met1.png
Drawn at 1 px/um. Supply wires on this layer in grey. Cells faint in the background.
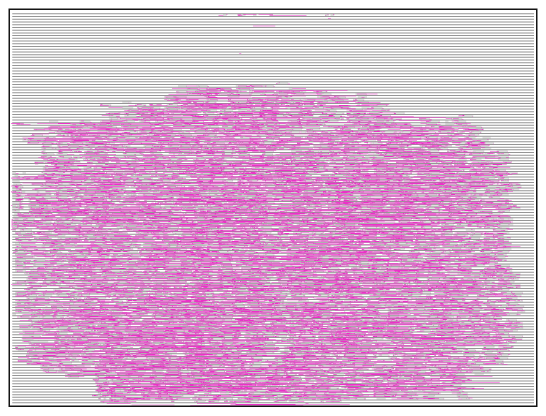
final_congestion.png
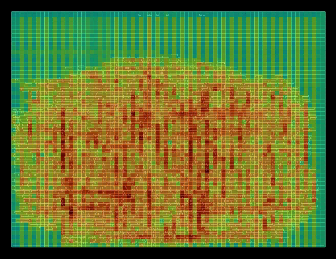
met4.png
Drawn at 1 px/um. Supply wires on this layer in grey.
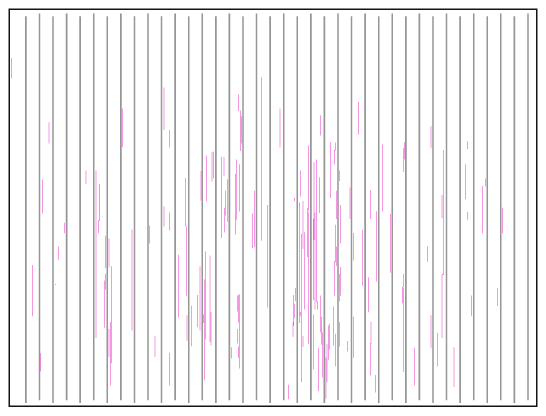
`config.mk`:
```
export PLATFORM = sky130hd
export DESIGN_NAME = instr_mem_loadable
export DESIGN_NICKNAME = d
export VERILOG_FILES = /design/src/rtl/instr_mem_loadable.sv
export SDC_FILE = /design/constraint.sdc
export NUM_CORES = 2
export LEC_CHECK = 0
export CAP_MARGIN = 20
export CORE_ASPECT_RATIO = 0.75
export CORE_MARGIN = 2
export CORE_UTILIZATION = 40
export DETAILED_ROUTE_END_ITERATION = 7
export GPL_TIMING_DRIVEN = 1
export SLEW_MARGIN = 20
export SYNTH_ARGS = -nofsm -noshare
export SYNTH_HDL_FRONTEND = slang
export SYNTH_SLANG_ARGS = --single-unit
```
`constraint.sdc`:
```
create_clock -name i_clk -period 7.3 [get_ports i_clk]
set_clock_uncertainty 0.15 [all_clocks]
set_input_delay 2.19 -clock i_clk [delete_from_list [all_inputs] [get_ports i_clk]]
set_output_delay 2.19 -clock i_clk [all_outputs]
set_load 0.005 [all_outputs]
```
`src/rtl/instr_mem_loadable.sv`:
```
// Instruction memory for the fetch stage. Fetch is word-aligned and registered.
// A byte-serial port loads a program into the array, MSB first.
// Loading stops on a HALT word (all ones) or when the array is full.
module instr_mem_loadable #(
  parameter int NBITS  = 32,
  parameter int CELDAS = 64,
  parameter int NB_CNT = $clog2(CELDAS + 1)
) (
  input  logic              i_clk,
  input  logic              i_reset_n,
  input  logic [NBITS-1:0]  i_PC,
  input  logic              i_enable,
  output logic [NBITS-1:0]  o_Instruction,
  output logic              o_invalid,
  output logic              o_busy,
  input  logic              i_load_start,
  input  logic              i_load_valid,
  input  logic [7:0]        i_load_byte,
  output logic              o_load_ready,
  output logic              o_load_done,
  output logic [NB_CNT-1:0] o_load_count
);

  localparam int BPW   = NBITS / 8;
  localparam int AW    = (CELDAS > 1) ? $clog2(CELDAS) : 1;
  localparam int NB_BC = (BPW > 1) ? $clog2(BPW) : 1;

  localparam logic [1:0] S_IDLE  = 2'd0;
  localparam logic [1:0] S_LOAD  = 2'd1;
  localparam logic [1:0] S_WRITE = 2'd2;
  localparam logic [1:0] S_DONE  = 2'd3;

  // Contents are not touched by reset. Power-up zero comes from the device
  // configuration, not from any reset logic.
  logic [NBITS-1:0]  mem [CELDAS];

  logic [1:0]        state_q, state_d;
  logic [NB_CNT-1:0] ptr_q, ptr_d;
  logic [NB_BC-1:0]  bcnt_q, bcnt_d;
  logic [NBITS-1:0]  asm_q, asm_d;
  logic [NBITS-1:0]  instr_q, instr_d;
  logic              invalid_q, invalid_d;

  logic              busy;
  logic              accept;
  logic              fetch_ok;
  logic [NBITS-1:0]  word_idx;
  logic [NB_CNT-1:0] ptr_next;

  assign busy     = (state_q == S_LOAD) || (state_q == S_WRITE);
  assign accept   = (state_q == S_LOAD) && i_load_valid;
  assign word_idx = i_PC >> 2;
  assign fetch_ok = (i_PC[1:0] == 2'b00) && (word_idx < NBITS'(CELDAS));
  assign ptr_next = ptr_q + NB_CNT'(1);

  // Load FSM: byte assembly, word write and termination on HALT or full.
  always_comb begin
    state_d = state_q;
    ptr_d   = ptr_q;
    bcnt_d  = bcnt_q;
    asm_d   = asm_q;
    case (state_q)
      S_IDLE, S_DONE: begin
        if (i_load_start) begin
          state_d = S_LOAD;
          ptr_d   = '0;
          bcnt_d  = '0;
        end
      end
      S_LOAD: begin
        if (accept) begin
          asm_d = (asm_q << 8) | NBITS'(i_load_byte);
          if (bcnt_q == NB_BC'(BPW - 1)) begin
            state_d = S_WRITE;
            bcnt_d  = '0;
          end else begin
            bcnt_d  = bcnt_q + NB_BC'(1);
          end
        end
      end
      S_WRITE: begin
        ptr_d = ptr_next;
        if ((asm_q == {NBITS{1'b1}}) || (ptr_next == NB_CNT'(CELDAS))) begin
          state_d = S_DONE;
        end else begin
          state_d = S_LOAD;
          bcnt_d  = '0;
        end
      end
      default: state_d = S_IDLE;
    endcase
  end

  // Fetch path: NOP while loading, hold on stall, NOP plus flag on a bad address.
  always_comb begin
    instr_d   = instr_q;
    invalid_d = invalid_q;
    if (busy) begin
      instr_d   = '0;
      invalid_d = 1'b0;
    end else if (i_enable) begin
      if (fetch_ok) begin
        instr_d   = mem[word_idx[AW-1:0]];
        invalid_d = 1'b0;
      end else begin
        instr_d   = '0;
        invalid_d = 1'b1;
      end
    end
  end

  // Control and output registers.
  always_ff @(posedge i_clk or negedge i_reset_n) begin
    if (!i_reset_n) begin
      state_q   <= S_IDLE;
      ptr_q     <= '0;
      bcnt_q    <= '0;
      instr_q   <= '0;
      invalid_q <= 1'b0;
    end else begin
      state_q   <= state_d;
      ptr_q     <= ptr_d;
      bcnt_q    <= bcnt_d;
      instr_q   <= instr_d;
      invalid_q <= invalid_d;
    end
  end

  // Assembly register; a partial word is simply abandoned on reset.
  always_ff @(posedge i_clk) begin
    asm_q <= asm_d;
  end

  // Array write during the single WRITE cycle.
  always_ff @(posedge i_clk) begin
    if (state_q == S_WRITE) begin
      mem[ptr_q[AW-1:0]] <= asm_q;
    end
  end

  assign o_Instruction = instr_q;
  assign o_invalid     = invalid_q;
  assign o_busy        = busy;
  assign o_load_ready  = (state_q == S_LOAD);
  assign o_load_done   = (state_q == S_DONE);
  assign o_load_count  = ptr_q;

endmodule

```
==> ci_impl_report.md <==
### Metrics collected by this job

| Metric | Value |
|---|---|
| CP Cell Sequence | `buf_8 > buf_12 > mux4_2 > mux2i_1 > o211ai_1 > a2111oi_1 > buf_4 > nor3_1` |
| Non-Filler Instances | `7127` |
| Most numerous logic cell after layout | `edfxtp_1` |
| RSZ-0062 raised after global routing | `false` |
| WL final | `245 mm` |
| Maximum vdd ir drop | `0.262 mV` |
| Placed cells | `6768` |
| Syn nets | `4090` |
| Final hold violations | `0` |
| OpenROAD warning count | `30` |
| WP depth | `8` |
| Die H | `396 um` |
| Chip area | `208000 um2` |
| HPWL Detailed | `134 mm` |
| Synthesis area per yosys | `81800 um2` |
| Buffers added on ports | `87` |
| Iteration tally of the first detailed-router pass | `6` |
| CTS resizes | `0` |
| Worst min path class | `reg -> reg` |
| WHS Path Cells | `2` |
| Hold Crit Start | `bcnt_q[1]` |
| Total chip power | `26300 uW` |
| Critical path endpoint category | `flop` |
| Final setup violation count | `0` |
| Reg2Reg Setup Slack | `3.21 ns` |
| FF-to-FF path depth | `6` |
| Total gr overflow | `0` |
| Sequential element share of the synthesized area | `0.777` |
| Synthesized flop and latch total | `2124` |
| Req. time, crit path | `7.89 ns` |
| Status | `complete, no violations` |
| CTS buffer count | `190` |
| R2r endpoint | `mem[46][6]` |
| Hold WS | `0.384 ns` |
| Crit path time final | `5.02 ns` |
| Top cells by count | `edfxtp_1 (2080), mux2i_1 (466), mux4_2 (309), a22oi_1 (234), nand3_1 (134)` |
| Max Cap Violations | `0` |
| Post-synth top flop | `edfxtp_1` |
| Library cells used by synthesis | `57` |
| Post-CTS Setup Inserts | `0` |
| CTS root buf | `clkbuf_16` |
| Most frequent cells in the layout | `edfxtp_1 (2080), mux2i_1 (466), mux4_2 (309)` |
| CP Launch Type | `primary input` |
| Post-synth ARST share | `0.0207` |
| CP arrival | `5.61 ns` |
| Fill count | `16900` |
| Final Cycle Share | `0.688` |
| # Cells Yosys | `4039` |
| Nets@finish | `4329` |
| Worst Slack Setup Final | `2.28 ns` |
| First-pass GRT wire length | `339 mm` |
| Crit path max-delay family | `multiplexers` |
## Picture notes: met1.png
4172 nets have wire on it. The layer holds 42% of the routed length. The layer carries 104 mm of wire.

## Picture notes: final_congestion.png
grt met1 use: 0.355
global-route track usage on met2: 0.340

## Picture notes: met4.png
The layer carries 6010 um of wire. The longest straight run is 167 um.

metal layers:
layer,up-vias,GRT usage
li1,17300,-
met1,23300,0.355
met2,2670,0.340
met3,347,0.0497
met4,2,0.0616
met5,-,0
cell type report:
| cell class | instances | area (um2) | area share |
|---|---|---|---|
| clock inverters | 96 | 711 | 0.00765 |
| diodes | 4 | 10.0 | 0.000108 |
| flip-flops and latches | 2124 | 63600 | 0.684 |
| well taps | 2682 | 3360 | 0.0361 |
| repair buffers | 273 | 2420 | 0.0260 |
| multi-input cells | 1679 | 17600 | 0.189 |
| clock buffers | 259 | 5300 | 0.0570 |
| inverters | 10 | 40.0 | 0.000431 |
power groups by stage:
stage,registers [uW],logic (uW),clock network (uW)
finish,14300,2230,9800
global route,14300,2340,10400
CTS,14300,2180,9900
detailed placement,14500,2180,0
global placement,14500,2130,0
floorplan,15000,726,0
cell families after synthesis:
family / count (synthesis) / synth area share
flip-flops: 2124 / 0.777
AND-OR/OR-AND: 428 / 0.0371
AND/OR/NAND/NOR: 463 / 0.0266
adder cells (fa/ha/maj): 6 / 0.000918
multiplexers: 782 / 0.143
buffers and inverters: 236 / 0.0148
worst reg2reg max path: cells and delay by family (launching register included):
family        cells  cell delay (ns)
fa+ha+maj         1             0.51
buf+inv           2             0.70
flops             1             0.43
simple gates      3             1.94
sequential cells by signal, indices dropped and copies added (netlist names):
name	count
mem	2048
asm_q	32
o_Instruction	32
o_load_count	7
bcnt_q	2
state_q	2
o_invalid	1
through the flow:
stage                     utilization  instance area [um2]
final                           0.458                92900
after global routing            0.458                92900
after CTS                       0.458                92900
after detailed placement        0.428                86900
after global placement          0.428                86900
after floorplan                     -                81800
Power figures rest on the tool's default switching activity, not on a simulated workload.
